[config.mk]
export PLATFORM = sky130hd
export DESIGN_NAME = cmp_arbiter
export DESIGN_NICKNAME = d
export VERILOG_FILES = /design/src/rtl/cmp_arbiter.sv
export SDC_FILE = /design/constraint.sdc
export NUM_CORES = 1
export LEC_CHECK = 0
export CAP_MARGIN = 10
export CORE_UTILIZATION = 32
export DETAILED_ROUTE_END_ITERATION = 12
export GPL_ROUTABILITY_DRIVEN = 1
export PLACE_DENSITY = 0.79
export REMOVE_ABC_BUFFERS = 1
export SYNTH_ARGS = -nofsm -noshare
export SYNTH_HDL_FRONTEND = slang
export SYNTH_SLANG_ARGS = --single-unit
[constraint.sdc]
create_clock -name clk -period 4.5 [get_ports clk]
set_input_delay 1.125 -clock clk [delete_from_list [all_inputs] [get_ports clk]]
set_output_delay 1.125 -clock clk [all_outputs]
set_load 0.02 [all_outputs]
[src/rtl/cmp_arbiter.sv]
`default_nettype none
// ============================================================================
// Module      : cmp_arbiter
// Description : Round-robin share of one WIDTH-bit comparator between two
//               requesters, with a one-entry valid/ready response buffer.
// Revision    : 1.0 - initial release
// ============================================================================
module cmp_arbiter #(
    parameter int WIDTH = 32
) (
    input  logic             clk,
    input  logic             reset_n,
    input  logic             flush,
    input  logic             req0_valid,
    output logic             req0_ready,
    input  logic [WIDTH-1:0] req0_a,
    input  logic [WIDTH-1:0] req0_b,
    input  logic [2:0]       req0_func,
    input  logic             req1_valid,
    output logic             req1_ready,
    input  logic [WIDTH-1:0] req1_a,
    input  logic [WIDTH-1:0] req1_b,
    input  logic [2:0]       req1_func,
    output logic             resp_valid,
    input  logic             resp_ready,
    output logic             resp_id,
    output logic             resp_result
);

    logic             last_grant;
    logic             can_accept;
    logic             grant_any;
    logic             grant_id;
    logic             accept;
    logic [WIDTH-1:0] sel_a;
    logic [WIDTH-1:0] sel_b;
    logic [2:0]       sel_func;
    logic             cmp_result;

    // func[2]=less, func[1]=signed (only meaningful with less), func[0]=negate
    function automatic logic compare(input logic [WIDTH-1:0] a,
                                     input logic [WIDTH-1:0] b,
                                     input logic [2:0]       func);
        logic base;
        if (func[2]) begin
            if (func[1]) base = ($signed(a) < $signed(b));
            else         base = (a < b);
        end else begin
            base = (a == b);
        end
        return base ^ func[0];
    endfunction

    always_comb begin
        can_accept = !flush && (!resp_valid || resp_ready);
        grant_any  = req0_valid || req1_valid;
        if (req0_valid && req1_valid) grant_id = ~last_grant;
        else if (req0_valid)          grant_id = 1'b0;
        else                          grant_id = 1'b1;
        accept     = reset_n && can_accept && grant_any;
        req0_ready = accept && !grant_id;
        req1_ready = accept && grant_id;
    end

    always_comb begin
        sel_a      = grant_id ? req1_a    : req0_a;
        sel_b      = grant_id ? req1_b    : req0_b;
        sel_func   = grant_id ? req1_func : req0_func;
        cmp_result = compare(sel_a, sel_b, sel_func);
    end

    // Reset leaves last_grant=1 so port 0 wins the first contested cycle
    always_ff @(posedge clk or negedge reset_n) begin
        if (!reset_n) begin
            resp_valid  <= 1'b0;
            resp_id     <= 1'b0;
            resp_result <= 1'b0;
            last_grant  <= 1'b1;
        end else if (accept) begin
            resp_valid  <= 1'b1;
            resp_id     <= grant_id;
            resp_result <= cmp_result;
            last_grant  <= grant_id;
        end else if (flush || resp_ready) begin
            resp_valid  <= 1'b0;
        end
    end

endmodule
`default_nettype wire

Selected gate families:
Drawn at 4 px/um.
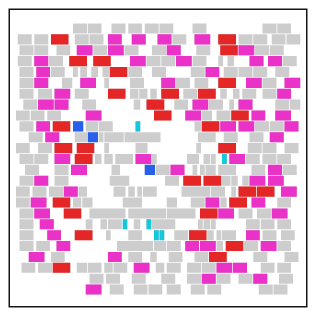
Blue is AND-OR and OR-AND gates, cells 3. Cyan is inverters, cells 6. Red is adder and majority cells, cells 32. Magenta is multiplexers, cells 68, where spread over the die.
multi-input logic portion of the cell area: 0.459
Layout Cells excl Fill: 395
most common library cell in the layout ignoring fill and taps: clkdlybuf4s50_1

Close-up of the layout:
Region (22, 22) to (52, 52) um. Cells in grey, sequential cells in the stronger grey; small squares are vias.
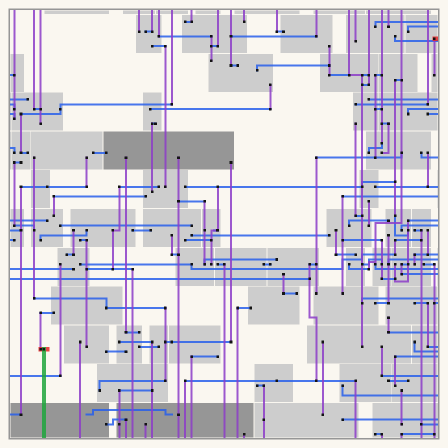
Red is met3. Purple is met2. Green is met4. Blue is met1.
Sequential cells in the window: 3. 52 logic cells have their middle in the window. Most frequent: clkdlybuf4s50_1 (7), ha_1 (6), nand2_1 (4).

==> COMMIT_EDITMSG <==
Add synthesis and place-and-route results

* Fraction of synthesized cell area in xor and xnor cells: 0.00528
- In the Yosys stats the netlist draws on 31 distinct library cells.
- After detailed routing, the met3 layer carries 564 um of wire.
- CTS reports a maximum clock tree buffer depth of 2.
- Max cap viols: 0
- Largest fanout on the critical path: 19
- The final power report lists total power as 0.508 mW.
- Combined area of all synthesized cells: 1660 um2
* Row count: 25
- Met3 global-route usage: 0.0312
- Wire length of the first global-routing pass: 8170 um
* Maximum achievable frequency: 231 MHz
* Startpoint of the worst-slack reg-to-reg timing path: last_grant$_DFFE_PN1P_
- Number of buffers created by CTS: 3
* Worst setup margin: 0.168 ns
* Crit. path cell count: 7
* Run status: complete, no violations
- Vias in the first global route: 1967
- Looking at the reg2reg group, the worst path ends at resp_result$_DFFE_PN0P_.
- Worst voltage drop across the vdd grid: 0.0000808 V
- Share of layout cells above drive strength 1: 0.155
* Post-Synth Simple-Gate Area: 0.0966
* Minimum setup slack after placement: 0.00540 ns
- Setup repair after global routing left no endpoint under its margin.
* Count of multi-input combinational gates: 163
* Main combinational cell family by area after synthesis: multiplexers
- Dividing the detail-routed via count by the number of cells gives 4.94.
- The slowest stage of the critical path belongs to the cell clkdlybuf4s50_1.
* Fraction of the mapped netlist area in adder cells: 0.242
- Per the detailed-route log, wirelength across all metal layers totals 5400 um.
* Total instance count after detailed placement: 391
* Main area contributors: ha_1 24%, mux2_2 23%, mux2i_1 21%, a21oi_1 4.5%, dfrtp_1 4.5%
- Count of antenna diodes in the layout: 0
- Sequential cells consume a total of 0.0489 mW.
- Post-synthesis compound-gate area fraction: 0.123
- # H-tree levels: 1
- For reference, the clock transition at the flip-flops on the worst setup and hold paths is 0.03 ns.
- The worst hold path passes through 2 cells.
- TritonCTS built the clock tree.
* Biggest cell delay along the critical path: 0.62 ns
- Per the OpenROAD power report, switching power amounts to 0.165 mW.
- The layout report lists the multi-input gate area as 1500 um2.
- Clk power: 0.0802 mW
* Worst hold-check slack: 0.475 ns
- Initial antenna violation count: 0
- Pins over their slew limit in the final report were tallied at 0.
- Count of vias placed by the detailed router: 1951
- In the synthesized netlist the dominant register cell turns out to be dfrtp_1.
No activity file was given, so power comes from the tool's default toggle rates.
